$ cat src/rtl/fifo_burst_reader_if.sv
// FIFO read port plus valid/ready output stream of the burst reader.
// The master side is the reader; the slave side is the FIFO and consumer.
interface fifo_burst_reader_if #(
  parameter int WIDTH = 32
);
  logic             fifo_read_en;
  logic             fifo_empty_n;
  logic [WIDTH-1:0] fifo_data;
  logic             m_valid;
  logic             m_ready;
  logic [WIDTH-1:0] m_data;
  logic             m_last;

  modport master (
    output fifo_read_en,
    input  fifo_empty_n,
    input  fifo_data,
    output m_valid,
    input  m_ready,
    output m_data,
    output m_last
  );

  modport slave (
    input  fifo_read_en,
    output fifo_empty_n,
    output fifo_data,
    input  m_valid,
    output m_ready,
    input  m_data,
    input  m_last
  );
endinterface

$ cat src/rtl/fifo_burst_reader.sv
// Drains a fixed-length burst from a registered-output FIFO into a valid/ready
// stream with a last marker, using a two-entry skid buffer to hide read latency.
module fifo_burst_reader #(
  parameter int WIDTH = 32,
  parameter int CNT_W = 8
) (
  input  logic                 clk,
  input  logic                 rst,
  input  logic                 start,
  input  logic [CNT_W-1:0]     burst_len,
  output logic                 busy,
  output logic                 done,
  fifo_burst_reader_if.master  bus
);

  localparam logic [1:0] ST_IDLE = 2'd0;
  localparam logic [1:0] ST_RUN  = 2'd1;
  localparam logic [1:0] ST_DONE = 2'd2;

  logic [1:0]       state_r;
  logic [CNT_W-1:0] len_r;
  logic [CNT_W-1:0] issued_r;
  logic [CNT_W-1:0] delivered_r;
  logic             inflight_r;
  logic [1:0]       buf_cnt_r;
  logic [WIDTH-1:0] buf0_r;
  logic [WIDTH-1:0] buf1_r;

  logic             pop_s;
  logic             push_s;
  logic             rd_s;
  logic             last_s;
  logic [1:0]       occ_s;

  // Read issue: occupancy counts buffered words plus the one in flight, net of this cycle's pop.
  always_comb begin
    pop_s  = (buf_cnt_r != 2'd0) && bus.m_ready;
    push_s = inflight_r && (state_r == ST_RUN);
    occ_s  = buf_cnt_r + {1'b0, inflight_r} - {1'b0, pop_s};
    last_s = (delivered_r == (len_r - CNT_W'(1)));
    if (!rst && (state_r == ST_RUN) && bus.fifo_empty_n &&
        (issued_r < len_r) && (occ_s < 2'd2)) begin
      rd_s = 1'b1;
    end else begin
      rd_s = 1'b0;
    end
  end

  assign bus.fifo_read_en = rd_s;
  assign bus.m_valid      = (buf_cnt_r != 2'd0);
  assign bus.m_data       = buf0_r;
  assign bus.m_last       = (buf_cnt_r != 2'd0) && last_s;
  assign busy             = (state_r != ST_IDLE);
  assign done             = (state_r == ST_DONE);

  // Burst sequencing and issue/delivery counters.
  always_ff @(posedge clk) begin
    if (rst) begin
      state_r     <= ST_IDLE;
      len_r       <= {CNT_W{1'b0}};
      issued_r    <= {CNT_W{1'b0}};
      delivered_r <= {CNT_W{1'b0}};
      inflight_r  <= 1'b0;
    end else begin
      case (state_r)
        ST_IDLE: begin
          if (start) begin
            len_r       <= burst_len;
            issued_r    <= {CNT_W{1'b0}};
            delivered_r <= {CNT_W{1'b0}};
            inflight_r  <= 1'b0;
            state_r     <= (burst_len == {CNT_W{1'b0}}) ? ST_DONE : ST_RUN;
          end else begin
            state_r <= ST_IDLE;
          end
        end
        ST_RUN: begin
          issued_r   <= issued_r + CNT_W'(rd_s);
          inflight_r <= rd_s;
          if (pop_s) begin
            delivered_r <= delivered_r + CNT_W'(1);
            if (last_s) begin
              state_r <= ST_DONE;
            end else begin
              state_r <= ST_RUN;
            end
          end else begin
            state_r <= ST_RUN;
          end
        end
        ST_DONE: begin
          state_r <= ST_IDLE;
        end
        default: begin
          state_r <= ST_IDLE;
        end
      endcase
    end
  end

  // Skid buffer: head feeds m_data; returning read data lands at the tail.
  always_ff @(posedge clk) begin
    if (rst) begin
      buf_cnt_r <= 2'd0;
      buf0_r    <= {WIDTH{1'b0}};
      buf1_r    <= {WIDTH{1'b0}};
    end else begin
      case ({push_s, pop_s})
        2'b10: begin
          if (buf_cnt_r == 2'd0) begin
            buf0_r <= bus.fifo_data;
          end else begin
            buf1_r <= bus.fifo_data;
          end
          buf_cnt_r <= buf_cnt_r + 2'd1;
        end
        2'b01: begin
          buf0_r    <= buf1_r;
          buf_cnt_r <= buf_cnt_r - 2'd1;
        end
        2'b11: begin
          if (buf_cnt_r == 2'd1) begin
            buf0_r <= bus.fifo_data;
          end else begin
            buf0_r <= buf1_r;
            buf1_r <= bus.fifo_data;
          end
        end
        default: begin
          buf_cnt_r <= buf_cnt_r;
        end
      endcase
    end
  end

endmodule

$ cat src/flat_wrapper.sv
// flat-port wrapper written by rule: the top's interface ports become plain ports
module fifo_burst_reader_flat 
#(
  parameter int WIDTH = 32,
  parameter int CNT_W = 8
)
  (clk, rst, start, burst_len, busy, done, bus_fifo_read_en, bus_fifo_empty_n, bus_fifo_data, bus_m_valid, bus_m_ready, bus_m_data, bus_m_last);
  fifo_burst_reader_if #(.WIDTH(WIDTH)) bus_i ();
  input  logic clk;
  input  logic rst;
  input  logic start;
  input  logic [CNT_W-1:0] burst_len;
  output logic busy;
  output logic done;
  output wire logic [$bits(bus_i.fifo_read_en)-1:0] bus_fifo_read_en;
  input wire logic [$bits(bus_i.fifo_empty_n)-1:0] bus_fifo_empty_n;
  input wire logic [$bits(bus_i.fifo_data)-1:0] bus_fifo_data;
  output wire logic [$bits(bus_i.m_valid)-1:0] bus_m_valid;
  input wire logic [$bits(bus_i.m_ready)-1:0] bus_m_ready;
  output wire logic [$bits(bus_i.m_data)-1:0] bus_m_data;
  output wire logic [$bits(bus_i.m_last)-1:0] bus_m_last;
  assign bus_fifo_read_en = bus_i.fifo_read_en;
  assign bus_i.fifo_empty_n = bus_fifo_empty_n;
  assign bus_i.fifo_data = bus_fifo_data;
  assign bus_m_valid = bus_i.m_valid;
  assign bus_i.m_ready = bus_m_ready;
  assign bus_m_data = bus_i.m_data;
  assign bus_m_last = bus_i.m_last;
  fifo_burst_reader #(.WIDTH(WIDTH), .CNT_W(CNT_W)) u_core (.clk(clk), .rst(rst), .start(start), .burst_len(burst_len), .busy(busy), .done(done), .bus(bus_i));
endmodule
$ cat config.mk
export PLATFORM = sky130hd
export DESIGN_NAME = fifo_burst_reader_flat
export DESIGN_NICKNAME = d
export VERILOG_FILES = /design/src/rtl/fifo_burst_reader_if.sv /design/src/rtl/fifo_burst_reader.sv /design/src/flat_wrapper.sv
export SDC_FILE = /design/constraint.sdc
export NUM_CORES = 1
export LEC_CHECK = 0
export ABC_AREA = 0
export CAP_MARGIN = 20
export CORE_ASPECT_RATIO = 0.9
export CORE_MARGIN = 1.5
export CORE_UTILIZATION = 25
export CTS_CLUSTER_DIAMETER = 40
export CTS_CLUSTER_SIZE = 20
export DETAILED_ROUTE_END_ITERATION = 16
export GPL_TIMING_DRIVEN = 0
export PLACE_DENSITY = 0.5
export SYNTH_ARGS = -nofsm -noshare
export SYNTH_HDL_FRONTEND = slang
export SYNTH_SLANG_ARGS = --single-unit
export TNS_END_PERCENT = 100
$ cat constraint.sdc
create_clock -name clk -period 6.5 [get_ports clk]
set_clock_uncertainty 0.05 [all_clocks]
set_input_delay 1.95 -clock clk [delete_from_list [all_inputs] [get_ports clk]]
set_output_delay 1.95 -clock clk [all_outputs]
set_load 0.1 [all_outputs]
Fig. 1: run 1, PDN straps and rails
Scale bar: 50 um. Pins as bars on the die edge.
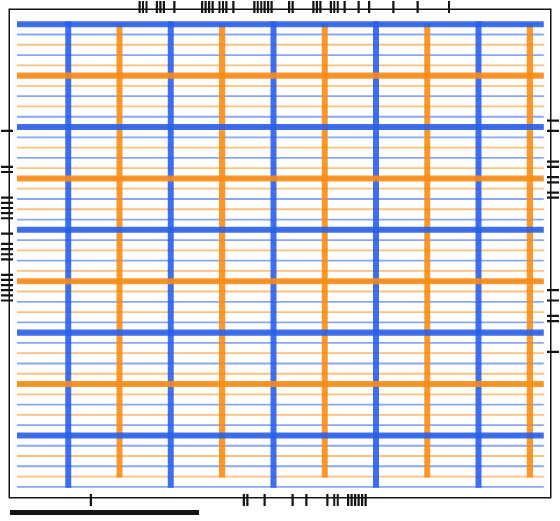
Orange shows VDD. Blue shows VSS.
9 straps on met5. 10 straps on met4. The core has 45 rows. 82 signal pins sit on the boundary.
chip width: 143 um
die y size: 129 um

Fig. 2: run 1, placement by cell class
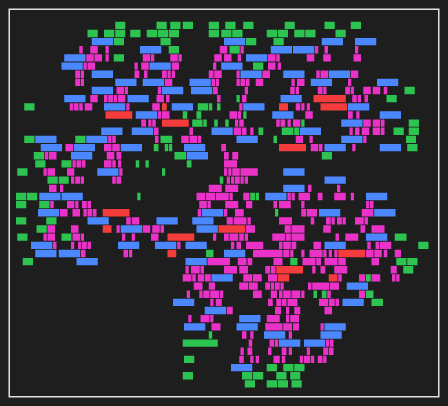
Magenta shows all other logic, cells 391. Blue shows flip-flops, cells 93. Green shows other buffers and delay cells, cells 117. Red shows clock drivers and dummy loads, cells 16.
Cell Rows: 45
Post-Layout Inst Area: 0.00580 mm^2
post-layout util: 34.0%

==> Changelog: implementation, run 1 <==
## Implementation

- Outcome: finished, final reports clean
- Max Clk Rate: 159 MHz
- CP max stage delay: 0.52 ns
- End of the worst hold path: u_core.buf1_r[26]$_SDFFE_PP0P_
- Remaining Overflow, GRT: 0
- Fillers: 1772
- Final Non-Filler Cells: 852
- HP Class: flop to flop
- Maxcap violations: 0
- Top-count cell post-synth: nand2_1
- IO Pins: 82
- Post-synthesis chip area from yosys: 0.00440 mm^2
- Iteration count of the initial detailed-routing pass: 4
- CP required: 4.50 ns
- CP Launch Point: bus_m_ready
- Sw Ratio: about 42%
- Clk sinks: 93
- CP Launch Type: primary input
- Pwr Density: approximately 340 mW/mm^2
- Post-DR wirelength/cell: 14.4 um
- CTS Hold Bufs: 0
- Largest family of logic cells by area: AND-OR/OR-AND gates
- Number of global-route vias before repair: 3967
- Kind of cell adding the most delay to the critical path: buffers and inverters
- Worst reg2reg setup slack: 3.09 ns
- Synth warn: 0
- Post-Syn Instances: 521
- Routed wire length: 12300 um
- Dominant register cell: dfxtp_1
- Setup_tns: 0 ns
- Async set or reset register ratio after synthesis: 0%
- Number of enable flip-flop cells: 0
- Mapped Area: 0.00440 mm^2
- Ys cells: roughly 520
- Floorplan Core Area: 0.0171 mm^2
- Final Hold Fails: 0
- Reg power frac: 33.5%
- Crit path arrival time: around 4.3 ns
- Clock power share: 27.8%
- # H-tree levels: 3
- Register area share after synthesis: 42.3%
- Critical path's slowest cell: clkdlybuf4s50_1
- Post-synth top area cell: dfxtp_1
- Final HPWL from detailed placement: 8970 um
Fig. 3: run 1, routed clock nets over the placement
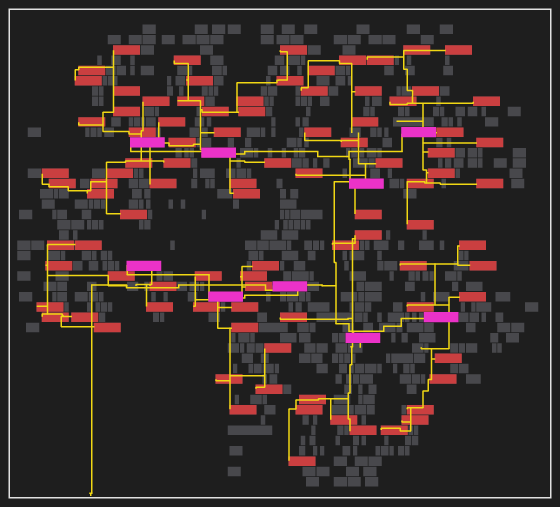
Yellow shows clock wires, length 1270 um. Red shows flip-flops, count 93. Magenta shows cells driving clock nets, count 9.
There are 10 routed clock nets. Position of the flops: all over the die.

[run 1: stage by stage]
step	hold slack, ns	total power (uW)
3_5_place_dp	0.398	1440
5_1_grt	0.431	2070
3_3_place_gp	0.391	1440
2_1_floorplan	0.386	1240
4_1_cts	0.408	2000
6_report	0.406	1970
[run 1: power by group through the flow]
stage	clock, uW	sequential, uW	combinational (uW)
finish	550	662	763
detailed placement	0	675	765
global placement	0	674	761
floorplan	0	998	246
CTS	565	663	768
global route	593	671	805
[run 1: kinds of logic after synthesis]
kind of cell,after synthesis
AND/OR/NAND/NOR,194
AND-OR/OR-AND,135
flip-flops,93
buffers and inverters,55
XOR/XNOR,21
adder cells (fa/ha/maj),17
multiplexers,6
[run 1: worst min-delay path, stage by stage (launching register included)]
cell and delay, ns:
dfxtp_1 0.31, nand2_1 0.05, a21oi_1 0.05
[run 1: repair_timing]
action,in CTS,in global routing
buffers inserted,0,0
gates resized,5,3
setup endpoints to repair,1,1
[run 1: final cells by class]
type,instances,share of cell area (%)
plain buffers,37,3.79
flip-flops and latches,93,32.1
inverters,18,1.16
repair buffers,80,13.8
clock inverters,7,1.40
well taps,235,5.07
multi-input cells,373,38.8
clock buffers,9,3.88
[run 1: state kept, by name (all words and copies together) (netlist names)]
register	flops
u_core.len_r	8
u_core.bus.m_data	32
u_core.inflight_r	1
u_core.buf_cnt_r	2
u_core.buf1_r	32
u_core.state_r	2
u_core.issued_r	8
u_core.delivered_r	8
[run 1: worst max-delay path by stage]
| stage | slack, ns | cells after the start | end |
|---|---|---|---|
| after CTS | 0.0004 | 12 | bus_fifo_read_en |
| final | 0.20 | 12 | bus_fifo_read_en |
| after global routing | 0.04 | 12 | bus_fifo_read_en |
| after floorplan | 0.74 | 10 | bus_fifo_read_en |
| after detailed placement | -0.71 | 12 | bus_fifo_read_en |
| after global placement | -0.67 | 12 | bus_fifo_read_en |
[run 1: metal layers]
metal | vias up | track usage (%) | part of all wire, %
met5 | - | 0 | 0
met4 | 0 | 3.94 | 1.0
met3 | 9 | 3.87 | 4.6
met2 | 98 | 22.4 | 47
met1 | 1871 | 18.2 | 48
li1 | 1990 | - | -
[run 1: placed cells by master, fill, tap and decap left out, drive strengths merged, types with 7 or more instances in the layout]
cell type / netlist / final
clkbuf: 17 / 26
o21ai: 8 / 8
a22oi: 36 / 36
buf: 19 / 20
nor2: 63 / 63
ha: 17 / 17
a21oi: 47 / 47
a211oi: 33 / 33
xor2: 13 / 13
inv: 18 / 22
clkdlybuf4s50: 0 / 79
nand2: 95 / 95
dfxtp: 93 / 93
nand3: 7 / 7
xnor2: 8 / 8
==> run 2, diff against run 1 <==
--- a/config.mk
+++ b/config.mk
@@ -7,14 +7,15 @@
 export LEC_CHECK = 0
 export ABC_AREA = 0
 export CAP_MARGIN = 20
-export CORE_ASPECT_RATIO = 0.9
 export CORE_MARGIN = 1.5
 export CORE_UTILIZATION = 25
+export CTS_BUF_LIST = sky130_fd_sc_hd__clkbuf_4 sky130_fd_sc_hd__clkbuf_8
 export CTS_CLUSTER_DIAMETER = 40
 export CTS_CLUSTER_SIZE = 20
 export DETAILED_ROUTE_END_ITERATION = 16
+export DONT_BUFFER_PORTS = 1
 export GPL_TIMING_DRIVEN = 0
-export PLACE_DENSITY = 0.5
+export PLACE_DENSITY = 0.44
 export SYNTH_ARGS = -nofsm -noshare
 export SYNTH_HDL_FRONTEND = slang
 export SYNTH_SLANG_ARGS = --single-unit
==> Changelog: implementation, run 2 <==
## Implementation

- Max FO, Critical Path: 6
- Top cells by count: nand2_1, dfxtp_1, nor2_1
- CP max stage delay: 0.66 ns
- Iteration count of the initial detailed-routing pass: 4
- # nets final: just under 600
- First-pass GRT wire length: 19300 um
- Area growth syn-to-layout: 10.9%
- Die area: 0.0184 mm^2
- Final setup vio count: 0
- Worst-path cell chain: nand2b_1, buf_2, inv_1, ha_1, nor2b_1, xnor2_1, nand4b_1, nor3_1, o31ai_1, inv_1
- Top-count cell post-synth: nand2_1
- Synth Area per Inst: around 8.4 um^2
- Largest net degree at the start of global routing: 16
- Avg Vias per Cell: 4.74
- Setup crit end kind: output port
- Static leakage: 0.00169 uW
- Final Slew Violations: 0
- Chip width: 136 um
- FP Util: approximately a quarter
- DR DRC count: 0
- Clk sinks: about 93
- Crit path arrival time: between 4 and 5 ns
- Max Root-Sink Buffers: 2
- Worst rel slew slack: 28.6%
- Dominant register cell: dfxtp_1
- CP required: about 4.5 ns
- # H-tree levels: 3
- Post-route antenna net violation count: 0
- CTS Root Cell: clkbuf_8
- Unrepaired setup endpoints after global routing: false
- Area leader share: a little over two fifths
- Clock transition at the registers of the reported paths: 0.09 ns
- Worst Path Buf+Inv: 3
- CTS Buf Count: 9
- Async set or reset register ratio after synthesis: 0%
- Share of post-route cells with drive strength above 1: 9.35%
- Top cell excl fill/tap: nand2_1
- Final HPWL from detailed placement: 8840 um
- Fin crit share: 93.3%
- Most common logic cells in the final layout: nand2_1, dfxtp_1, nor2_1, a21oi_1, a22oi_1
- Max Clk Rate: about 160 MHz
- HP Class: flop to flop
- Post-synthesis chip area from yosys: between 0.004 and 0.005 mm^2
- Remaining Overflow, GRT: 0
- Routed wire length: 12100 um
- Post-CTS sizing: 0
- Mapped Area: 0.00440 mm^2
- Routability congestion estimate: 0.776
- Via count: 3605
- CTS tree: built
- Distinct lib cells: 50
- Worst vdd ir: 201 uV
- Final Hold Fails: 0
- Total power: 1720 uW
- Initial antenna violation count: 0
- Post-DR wirelength/cell: 15.9 um
- Pwr Density: 352 mW/mm^2
- Floorplan Core Area: 0.0172 mm^2
- Setup_tns: 0 ns
- Initial drt markers: 198
- Ys cells: approximately 520
- Critical Setup Path Class: primary input to output port
- Kind of cell adding the most delay to the critical path: buffers and inverters
- Outcome: finished, final reports clean
- Worst path most repeated cell: inv_1
- IO Pins: ~80
- Tally of OpenROAD warnings: 29
- Top area cell types: dfxtp_1, nand2_1, a22oi_1
- CTS Hold Bufs: 0
- Synth Net Count: just under 600
- Maxcap violations: 0
- Number of enable flip-flop cells: 0
- Post-Syn Instances: 521
- Final critical-path required period: 6.06 ns
- Flops after synth: 93
- Diodes inserted: 0
- Tightest Pin Transition: 1.07 ns
- Post-CTS setup buffer count: 0
- Critical path's slowest cell: inv_1
- Port Buf Inserts: 0
- Register area share after synthesis: between 40% and 50%
- Synth warn: 0
- Cell Rows: 48
- Die y size: 136 um
- CP Launch Type: primary input
- Post-synth top area cell: dfxtp_1
- Number of global-route vias before repair: between 3000 and 4000
[run 2: worst paths after layout]
| path | startpoint | to | slack (ns) | depth (start not counted) |
|---|---|---|---|---|
| setup / recovery | bus_m_ready | bus_fifo_read_en | 0.44 | 10 |
| hold / removal | u_core.buf1_r[2]$_SDFFE_PP0P_ | u_core.buf1_r[2]$_SDFFE_PP0P_ | 0.41 | 2 |
| setup reg to reg | u_core.buf_cnt_r[0]$_SDFFE_PP0P_ | u_core.issued_r[6]$_SDFFE_PP0P_ | 2.34 | 18 |
| hold reg to reg | u_core.buf1_r[2]$_SDFFE_PP0P_ | u_core.buf1_r[2]$_SDFFE_PP0P_ | 0.41 | 2 |
[run 2: tightest hold or removal path: stages, from the launching register on]
cell and delay, ns:
dfxtp_1 0.32, nand2_1 0.05, a21oi_1 0.05
[run 2: cells by family (layout without fill, tap and decap cells)]
group / after synthesis / in the layout / synth area share (%)
simple gates: 194 / 194 / 19.2
compound gates: 135 / 135 / 21.3
flops: 93 / 93 / 42.3
buf+inv: 55 / 69 / 6.54
xor+xnor: 21 / 21 / 4.35
fa+ha+maj: 17 / 17 / 4.83
mux: 6 / 6 / 1.51
[run 2: routing by layer]
metal	global-route usage [%]	part of all wire [%]	vias to the layer above
li1	-	-	1825
met1	17.0	45	1673
met2	21.3	45	95
met3	5.80	8.4	12
met4	4.12	1.3	0
met5	0	0	-
[run 2: cell type report]
| cell class | count | area [um^2] |
|---|---|---|
| plain buffers | 37 | 220 |
| multi-input cells | 373 | 2250 |
| flip-flops and latches | 93 | 1860 |
| clock buffers | 10 | 138 |
| clock inverters | 4 | 56.3 |
| well taps | 225 | 282 |
| fillers | 1839 | 12400 |
| inverters | 18 | 67.6 |
[run 2: through the flow]
step | instances | hold WS (ns) | worst slack, ns | instance area [um^2] | utilization, %
2_1_floorplan | 521 | 0.386 | 0.736 | 4400 | -
3_3_place_gp | 746 | 0.391 | 0.451 | 4680 | 27.2
3_5_place_dp | 746 | 0.396 | 0.445 | 4690 | 27.2
4_1_cts | 760 | 0.411 | 0.439 | 4880 | 28.3
5_1_grt | 760 | 0.424 | 0.216 | 4880 | 28.3
6_report | 760 | 0.411 | 0.437 | 4880 | 28.3
[run 2: where the power goes]
part | leakage [uW] | switching (uW) | internal [uW] | total (uW)
Combinational | 0.000841 | 195 | 110 | 305
Clock | 0.0000992 | 220 | 188 | 408
Sequential | 0.000753 | 379 | 624 | 1000
Fig. 4: run 2, routing congestion map
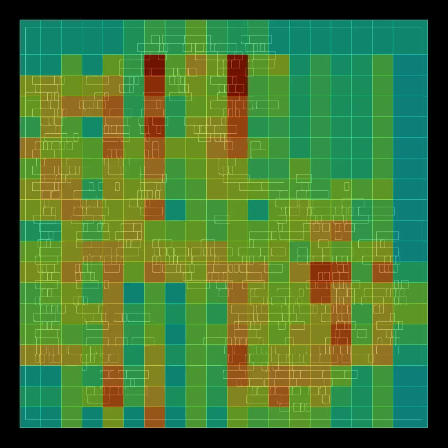
global-route usage over all layers: 13.6%
GR Util met2: 21.3%
GR peak layer: met2
post-layout util: 28.3%
M3 GR Usage: 5.80%

Fig. 5: run 2, PDN straps and rails
Scale bar: 50 um. Pins as bars on the die edge.
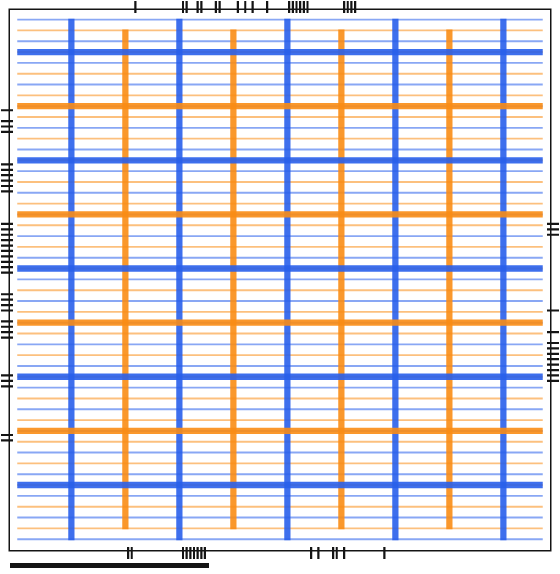
Blue shows VSS. Orange shows VDD.
9 straps on met5. 9 straps on met4.

Fig. 6: run 2, routed clock nets over the placement
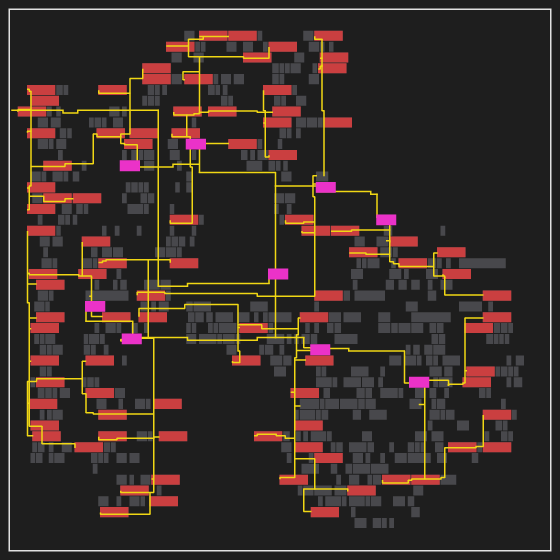
Magenta shows cells driving clock nets, count 9. Red shows flip-flops, count 93. Yellow shows clock wires, length 1410 um.
There are 10 routed clock nets. Position of the flops: all over the die.
clk_lat worst skew: 0.38 ns
clk pwr: 408 uW

==> run 3, diff against run 2 <==
==> constraint.sdc (replaced) <==
create_clock -name clk -period 5.9 [get_ports clk]
set_clock_uncertainty 0.05 [all_clocks]
set_input_delay 1.77 -clock clk [delete_from_list [all_inputs] [get_ports clk]]
set_output_delay 1.77 -clock clk [all_outputs]
set_load 0.1 [all_outputs]
==> Changelog: implementation, run 3 <==
## Implementation

- Floorplan Core Area: 0.0172 mm^2
- Flops after synth: roughly 93
- Largest family of logic cells by area: AND-OR/OR-AND gates
- R2R cell count: 18
- Final critical-path required period: around 5.4 ns
- Fin crit share: just over 90%
- Final Hold Fails: 0
- Setup_tns: 0 ns
- Post-synth top area cell: dfxtp_1
- CP Launch Type: primary input
- Ys cells: 521
- CTS Root Cell: clkbuf_8
- Die y size: 136 um
- FP Util: 25.5%
- Worst rel slew slack: roughly 29%
- Synth warn: 0
- Unrepaired setup endpoints after global routing: false
- Simple-Gate Area Share: between 10% and 20%
- Initial antenna violation count: 0
- Post-synthesis chip area from yosys: 0.00440 mm^2
- Hold path startpoint: u_core.buf1_r[14]$_SDFFE_PP0P_
- Fillers: between 1500 and 2000
- Die area: around 0.018 mm^2
- Routability congestion estimate: just under 0.8
- Outcome: finished, final reports clean
- CTS Hold Bufs: 0
- Adder Share, Synth: between 4 and 5%
- Tally of OpenROAD warnings: 29
- Mux frac, synth: 1.51%
- Chip width: 136 um
- Worst r2r dst: u_core.issued_r[6]$_SDFFE_PP0P_
- Port Buf Inserts: 0
- Async set or reset register ratio after synthesis: 0%
- Pwr Density: 387 mW/mm^2
- Worst vdd ir: 222 uV
- Max Root-Sink Buffers: 2
- Iteration count of the initial detailed-routing pass: 4
- Dominant register cell: dfxtp_1
- Most common logic cells in the final layout: nand2_1, dfxtp_1, nor2_1, a21oi_1, a22oi_1
- Synth Area per Inst: 8.45 um^2
- CP Launch Point: bus_m_ready
- HP Class: flop to flop
- Cell Rows: between 40 and 50
- Setup crit end kind: output port
- Largest net degree at the start of global routing: 16
- Initial drt markers: 211
- CTS tree: built
- Share of post-route cells with drive strength above 1: around a tenth
- # nets final: 594
- IO Pins: 82
- CP required: 4.08 ns
- Crit path arrival time: about 3.6 ns
- Area leader share: 42.3%
- Final Slew Violations: 0
- Register area: 0.00186 mm^2
- Static leakage: 0.00169 uW
- CTS Buf Count: 9
- Critical Setup Path Class: primary input to output port
- Number of enable flip-flop cells: 0
- Remaining Overflow, GRT: 0
- Final setup vio count: 0
- Number of global-route vias before repair: around 3600
- Top area cell types: dfxtp_1, nand2_1, a22oi_1
- Mapped Area: 0.00440 mm^2
- Post-Syn Instances: around 520
- Via count: 3601
- Cell Area, Placed: 0.00469 mm^2
- DR DRC count: 0
- Diodes inserted: 0
- Register area share after synthesis: 42.3%
- Logic cell area: 0.00225 mm^2
- Max FO, Critical Path: 6
- Post-Synth XOR/XNOR Area: 4.35%
-- run 3: cell counts after synthesis --
Identical to the previous run, type by type.
-- run 3: metal layers --
layer | up-vias | wire length [um] | global-route usage (%) | share of wire (%)
li1 | 1823 | - | - | -
met1 | 1670 | 5370 | 17.0 | 45
met2 | 96 | 5460 | 21.3 | 45
met3 | 12 | 1070 | 5.80 | 8.9
met4 | 0 | 164 | 4.12 | 1.4
met5 | - | 0 | 0 | 0
-- run 3: how the worst min path moves through the flow --
stage / to / slack, ns / cells past startpoint
CTS: u_core.buf1_r[2]$_SDFFE_PP0P_ / 0.41 / 2
floorplan: u_core.buf1_r[0]$_SDFFE_PP0P_ / 0.39 / 2
detailed placement: u_core.buf1_r[6]$_SDFFE_PP0P_ / 0.40 / 2
global placement: u_core.buf1_r[16]$_SDFFE_PP0P_ / 0.39 / 2
finish: u_core.buf1_r[14]$_SDFFE_PP0P_ / 0.41 / 2
global route: u_core.buf1_r[11]$_SDFFE_PP0P_ / 0.42 / 2
-- run 3: cell families after synthesis --
family | after synthesis
buffers and inverters | 55
xor gates and xnor gates | 21
adders and majority gates | 17
and+or+nand+nor | 194
DFF | 93
muxes | 6
AOI/OAI and AO/OA | 135
-- run 3: where the power goes --
group	switching (uW)	internal (uW)	total, uW	leakage (uW)
combinational	215	121	336	0.000839
sequential	417	687	1100	0.000753
clock	243	207	450	0.0000992
-- run 3: cell type report --
type                            instances  share of cell area (%)
Buffer                                 37                    4.51
Clock buffer                           10                    2.82
Clock inverter                          4                    1.15
Inverter                               18                    1.38
Multi-Input combinational cell        373                    46.2
Sequential cell                        93                    38.2
Tap cell                              225                    5.77
-- run 3: metrics by stage --
step	std cells	hold WS, ns	utilization, %	setup slack, ns	total power [uW]
6_report	760	0.410	28.3	0.451	1890
3_3_place_gp	746	0.391	27.2	0.211	1450
3_5_place_dp	746	0.396	27.2	0.205	1460
5_1_grt	760	0.424	28.3	0.236	1980
2_1_floorplan	521	0.386	-	0.496	1370
4_1_cts	760	0.411	28.3	0.199	1910
-- run 3: timing repair --
item / 4_1_cts / 5_1_grt
resized: 0 / 1
setup buffers: 0 / 0
endpoints found under the setup margin: 0 / 1
-- run 3: critical path, cell delays in order --
cell and delay, ns:
nand2b_1 0.04, buf_2 0.21, inv_1 0.16, ha_1 0.30
nor2b_1 0.14, xnor2_1 0.16, nand4b_1 0.12, nor3_1 0.17
o31ai_1 0.16, inv_2 0.39
Fig. 7: run 3, routed clock nets over the placement
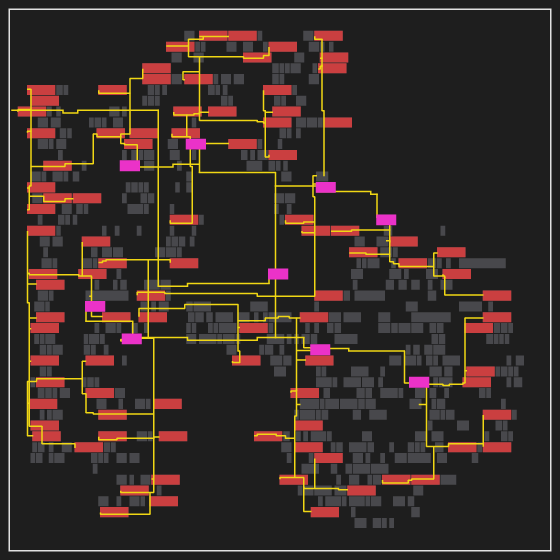
Yellow shows clock wires, length 1400 um. Red shows flip-flops, count 93. Magenta shows cells driving clock nets, count 9.
There are 10 routed clock nets.

Fig. 8: run 3, PDN straps and rails
Scale bar: 50 um. Pins as bars on the die edge.
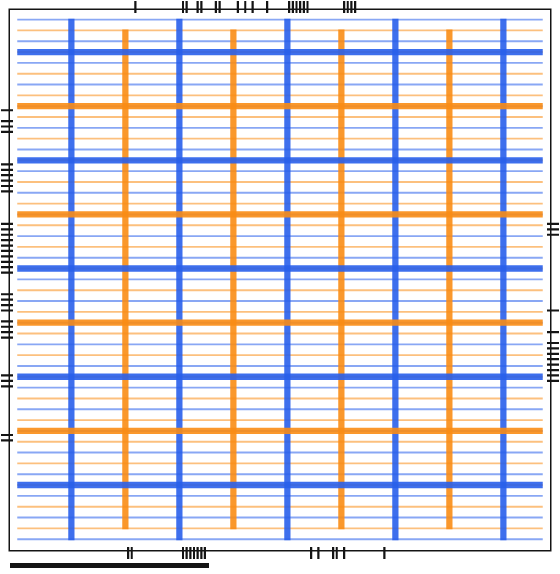
Orange shows VDD. Blue shows VSS.
The core has 48 rows. 9 straps on met5. 49 met1 rails follow the rows.

Fig. 9: run 3, metal layers overlaid
Scale bar: 50 um.
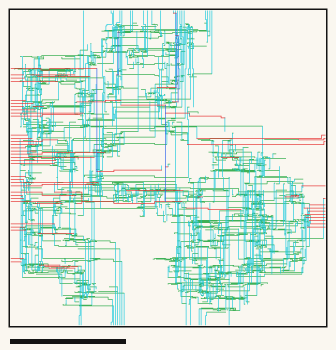
Cyan shows met2, wire length 5460 um. Blue shows met4, wire length 165 um. Green shows met1, wire length 5370 um. Red shows met3, wire length 1070 um.

Power figures rest on the tool's default switching activity, not on a simulated workload.
